## src/rtl/rr_port_arbiter_pkg.sv

```systemverilog
// rtl/rr_port_arbiter_pkg.sv - shared state encoding and width helper for the port arbiter
package rr_port_arbiter_pkg;

   typedef enum logic {
      ST_IDLE = 1'b0,
      ST_BUSY = 1'b1
   } arb_state_e;

   // Smallest r with 2**r >= v; used to size index and counter fields.
   function automatic int arb_clog2(input int v);
      int r;
      r = 0;
      while ((1 << r) < v) r++;
      return r;
   endfunction

endpackage

```

## src/rtl/rr_port_arbiter_if.sv

```systemverilog
// rtl/rr_port_arbiter_if.sv - request/grant bundle between requesters and the arbiter
interface rr_port_arbiter_if
   import rr_port_arbiter_pkg::*;
#(
   parameter int N_REQ = 4,
   parameter int IDX_W = arb_clog2(N_REQ)
) ();

   logic [N_REQ-1:0] req;
   logic             done;
   logic [N_REQ-1:0] grant;
   logic [IDX_W-1:0] grant_idx;
   logic             grant_valid;
   logic             timeout;

   modport master (
      output req, done,
      input  grant, grant_idx, grant_valid, timeout
   );

   modport slave (
      input  req, done,
      output grant, grant_idx, grant_valid, timeout
   );

endinterface

```

## src/rtl/rr_port_arbiter_pick.sv

```systemverilog
// rtl/rr_port_arbiter_pick.sv - rotating-priority winner scan starting at ptr
module rr_pick
   import rr_port_arbiter_pkg::*;
#(
   parameter int N_REQ = 4,
   parameter int IDX_W = arb_clog2(N_REQ)
) (
   input  logic [N_REQ-1:0] req,
   input  logic [IDX_W-1:0] ptr,
   output logic [IDX_W-1:0] win_idx,
   output logic             win_valid
);

   // Index reached k steps after ptr, wrapping at N_REQ rather than 2**IDX_W.
   function automatic logic [IDX_W-1:0] rot_idx(input logic [IDX_W-1:0] p, input int k);
      int i;
      i = int'(p) + k;
      if (i >= N_REQ) i = i - N_REQ;
      return IDX_W'(i);
   endfunction

   // Scan from farthest to nearest so the request closest to ptr is the one left standing.
   always_comb begin
      win_idx   = '0;
      win_valid = 1'b0;
      for (int k = N_REQ - 1; k >= 0; k--) begin
         if (req[rot_idx(ptr, k)]) begin
            win_idx   = rot_idx(ptr, k);
            win_valid = 1'b1;
         end
      end
   end

endmodule

```

## src/rtl/rr_port_arbiter.sv

```systemverilog
// rtl/rr_port_arbiter.sv - round-robin arbiter with done/hold-timeout release for one shared port
module rr_port_arbiter
   import rr_port_arbiter_pkg::*;
#(
   parameter int N_REQ    = 4,
   parameter int IDX_W    = arb_clog2(N_REQ),
   parameter int MAX_HOLD = 16,
   parameter int CNT_W    = arb_clog2(MAX_HOLD + 1)
) (
   input logic              clk,
   input logic              rst,
   rr_port_arbiter_if.slave bus
);

   arb_state_e       state_q, state_d;
   logic [IDX_W-1:0] ptr_q, ptr_d;
   logic [CNT_W-1:0] hold_q, hold_d;
   logic [IDX_W-1:0] idx_q, idx_d;
   logic [N_REQ-1:0] grant_q, grant_d;
   logic             valid_q, valid_d;
   logic             timeout_q, timeout_d;

   logic [IDX_W-1:0] win_idx;
   logic             win_valid;
   logic [IDX_W-1:0] ptr_after_owner;

   rr_pick #(
      .N_REQ (N_REQ),
      .IDX_W (IDX_W)
   ) u_pick (
      .req       (bus.req),
      .ptr       (ptr_q),
      .win_idx   (win_idx),
      .win_valid (win_valid)
   );

   // Priority moves to the requester after the releasing owner, wrapping at N_REQ.
   assign ptr_after_owner = (idx_q == IDX_W'(N_REQ - 1)) ? '0 : idx_q + IDX_W'(1);

   // Next-state logic: grant from IDLE, hold or release from BUSY; release always lands in IDLE.
   always_comb begin
      state_d   = state_q;
      ptr_d     = ptr_q;
      hold_d    = hold_q;
      idx_d     = idx_q;
      grant_d   = grant_q;
      valid_d   = valid_q;
      timeout_d = 1'b0;
      case (state_q)
         ST_IDLE: begin
            if (win_valid) begin
               state_d = ST_BUSY;
               idx_d   = win_idx;
               grant_d = N_REQ'(1) << win_idx;
               valid_d = 1'b1;
               hold_d  = '0;
            end
         end
         ST_BUSY: begin
            if (bus.done || (hold_q == CNT_W'(MAX_HOLD - 1))) begin
               state_d   = ST_IDLE;
               idx_d     = '0;
               grant_d   = '0;
               valid_d   = 1'b0;
               hold_d    = '0;
               ptr_d     = ptr_after_owner;
               timeout_d = ~bus.done;
            end else begin
               hold_d = hold_q + CNT_W'(1);
            end
         end
         default: begin
            state_d = ST_IDLE;
            idx_d   = '0;
            grant_d = '0;
            valid_d = 1'b0;
            hold_d  = '0;
         end
      endcase
   end

   // State and registered outputs; synchronous reset clears everything, even mid-grant.
   always_ff @(posedge clk) begin
      if (rst) begin
         state_q   <= ST_IDLE;
         ptr_q     <= '0;
         hold_q    <= '0;
         idx_q     <= '0;
         grant_q   <= '0;
         valid_q   <= 1'b0;
         timeout_q <= 1'b0;
      end else begin
         state_q   <= state_d;
         ptr_q     <= ptr_d;
         hold_q    <= hold_d;
         idx_q     <= idx_d;
         grant_q   <= grant_d;
         valid_q   <= valid_d;
         timeout_q <= timeout_d;
      end
   end

   assign bus.grant       = grant_q;
   assign bus.grant_idx   = idx_q;
   assign bus.grant_valid = valid_q;
   assign bus.timeout     = timeout_q;

endmodule

```

## src/flat_wrapper.sv

```systemverilog
// flat-port wrapper written by rule: the top's interface ports become plain ports
module rr_port_arbiter_flat import rr_port_arbiter_pkg::*;
#(
   parameter int N_REQ    = 4,
   parameter int IDX_W    = arb_clog2(N_REQ),
   parameter int MAX_HOLD = 16,
   parameter int CNT_W    = arb_clog2(MAX_HOLD + 1)
)
  (clk, rst, bus_req, bus_done, bus_grant, bus_grant_idx, bus_grant_valid, bus_timeout);
  rr_port_arbiter_if #(.N_REQ(N_REQ), .IDX_W(IDX_W)) bus_i ();
  input logic clk;
  input logic rst;
  input wire logic [$bits(bus_i.req)-1:0] bus_req;
  input wire logic [$bits(bus_i.done)-1:0] bus_done;
  output wire logic [$bits(bus_i.grant)-1:0] bus_grant;
  output wire logic [$bits(bus_i.grant_idx)-1:0] bus_grant_idx;
  output wire logic [$bits(bus_i.grant_valid)-1:0] bus_grant_valid;
  output wire logic [$bits(bus_i.timeout)-1:0] bus_timeout;
  assign bus_i.req = bus_req;
  assign bus_i.done = bus_done;
  assign bus_grant = bus_i.grant;
  assign bus_grant_idx = bus_i.grant_idx;
  assign bus_grant_valid = bus_i.grant_valid;
  assign bus_timeout = bus_i.timeout;
  rr_port_arbiter #(.N_REQ(N_REQ), .IDX_W(IDX_W), .MAX_HOLD(MAX_HOLD), .CNT_W(CNT_W)) u_core (.clk(clk), .rst(rst), .bus(bus_i));
endmodule
```

## config.mk

```make
export PLATFORM = sky130hd
export DESIGN_NAME = rr_port_arbiter_flat
export DESIGN_NICKNAME = d
export VERILOG_FILES = /design/src/rtl/rr_port_arbiter_pkg.sv /design/src/rtl/rr_port_arbiter_if.sv /design/src/rtl/rr_port_arbiter_pick.sv /design/src/rtl/rr_port_arbiter.sv /design/src/flat_wrapper.sv
export SDC_FILE = /design/constraint.sdc
export NUM_CORES = 1
export LEC_CHECK = 0
export CORE_MARGIN = 1
export CORE_UTILIZATION = 51
export CTS_CLUSTER_SIZE = 40
export DETAILED_ROUTE_END_ITERATION = 12
export HOLD_SLACK_MARGIN = 0.02
export PLACE_DENSITY_LB_ADDON = 0.08
export RECOVER_POWER = 100
export SLEW_MARGIN = 20
export SYNTH_ARGS = -nofsm -noshare
export SYNTH_HDL_FRONTEND = slang
export SYNTH_SLANG_ARGS = --single-unit
```

## constraint.sdc

```tcl
create_clock -name clk -period 3.7 [get_ports clk]
set_clock_uncertainty 0.1 [all_clocks]
set_input_delay 0.74 -clock clk [delete_from_list [all_inputs] [get_ports clk]]
set_output_delay 0.74 -clock clk [all_outputs]
set_load 0.01 [all_outputs]
```

sizes.png
Scale bar: 10 um.
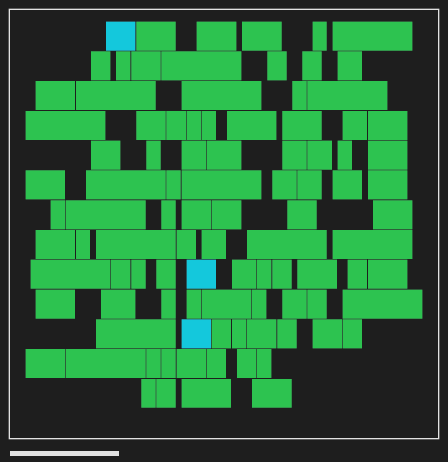
colour	size	cells	most used
green	_0 and _1 cells	94	dfxtp_1
cyan	_3 and _4 cells	3	clkbuf_4

flops_by_reg.png
Scale bar: 10 um.
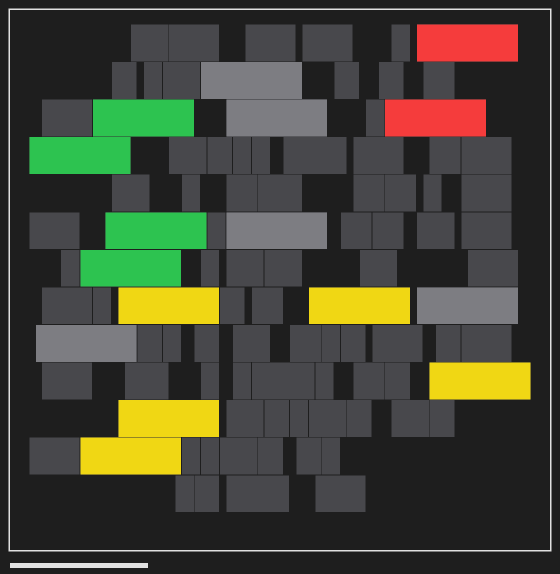
colour	netlist name	placed flops
green	`u_core.bus.grant`	4
red	`u_core.ptr_q`	2
yellow	`u_core.hold_q`	5
not coloured	5

==> metrics.yaml <==
final-setup-viol-count: 0
top_level_ports: 15
layout.area.top_class: "multi-input combinational cells"
timing.max_cap.violations: 0
synth.distinct_cells: 29
timing.rr.start: "u_core.hold_q[0]"
fill_cells: 113
timing.critical_path.fanout_max: 7
met3_length_um: 77
worstHoldPathCells: 2
synthesis.area_per_instance_um2: 8.560
place_hpwl_mm: 1.037
grtUsageMet2_pct: 33.75
seq_area_share_pct: 36.68
openroad_warning_count: 26
syn2layout_area_growth_pct: 24.42
clock_area_share_pct: 2.579
postRouteWirelength_mm: 1.453
synthMuxAreaShare_pct: 1.426
clk_latency_ps: 290
hold_violations: 0
post_synth_most_frequent_cells: "16 x dfxtp_1, 15 x nor2_1, 11 x a21oi_1"
path_delay_family: "simple AND/OR/NAND/NOR gates"
status: "complete, no violations"
worst_r2r_path_depth: 6
synth.comb.largest_family: "simple AND/OR/NAND/NOR gates"
power_switching_share_pct: 25.80
initial_core_util_pct: 54.63
ys_async_sr_fraction_pct: 0
worstSetupPathDepth: 6
lay_top_count: "dfxtp_1"
nFlopsAndLatches: 16
globalRouteTotalUtil_pct: 22.04
placement.png
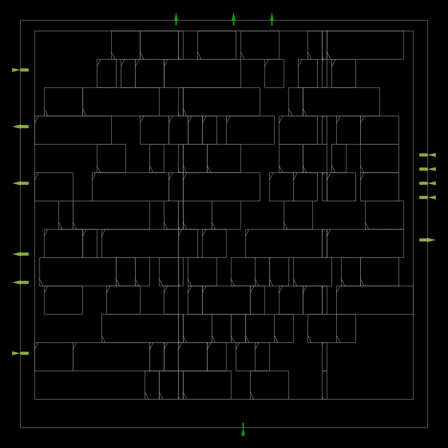
Placement Rows: 13
number of non-filler instances in the completed layout: 112

clk_routes.png
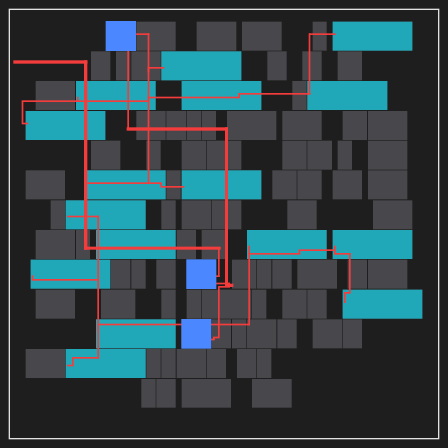
[red] clock wires | length: 210 um
[blue] clock drivers | count: 3
[cyan] flip-flops | count: 16
routed clock nets	4

-- state kept, by name (all words and copies together), names as in the netlist --
| name | count |
|---|---|
| u_core.bus.grant | 4 |
| u_core.bus.grant_idx | 2 |
| u_core.bus.grant_valid | 1 |
| u_core.ptr_q | 2 |
| u_core.hold_q | 5 |
| u_core.bus.timeout | 1 |
| u_core.state_q | 1 |
-- power by group through the flow --
| stage | Combinational [mW] | Sequential (mW) | Clock [mW] |
|---|---|---|---|
| 2_1_floorplan | 0.0259 | 0.191 | 0 |
| 3_3_place_gp | 0.0493 | 0.189 | 0 |
| 3_5_place_dp | 0.0505 | 0.189 | 0 |
| 4_1_cts | 0.0510 | 0.185 | 0.0930 |
| 5_1_grt | 0.0545 | 0.186 | 0.0987 |
| 6_report | 0.0490 | 0.185 | 0.0912 |
No activity file was given, so power comes from the tool's default toggle rates.
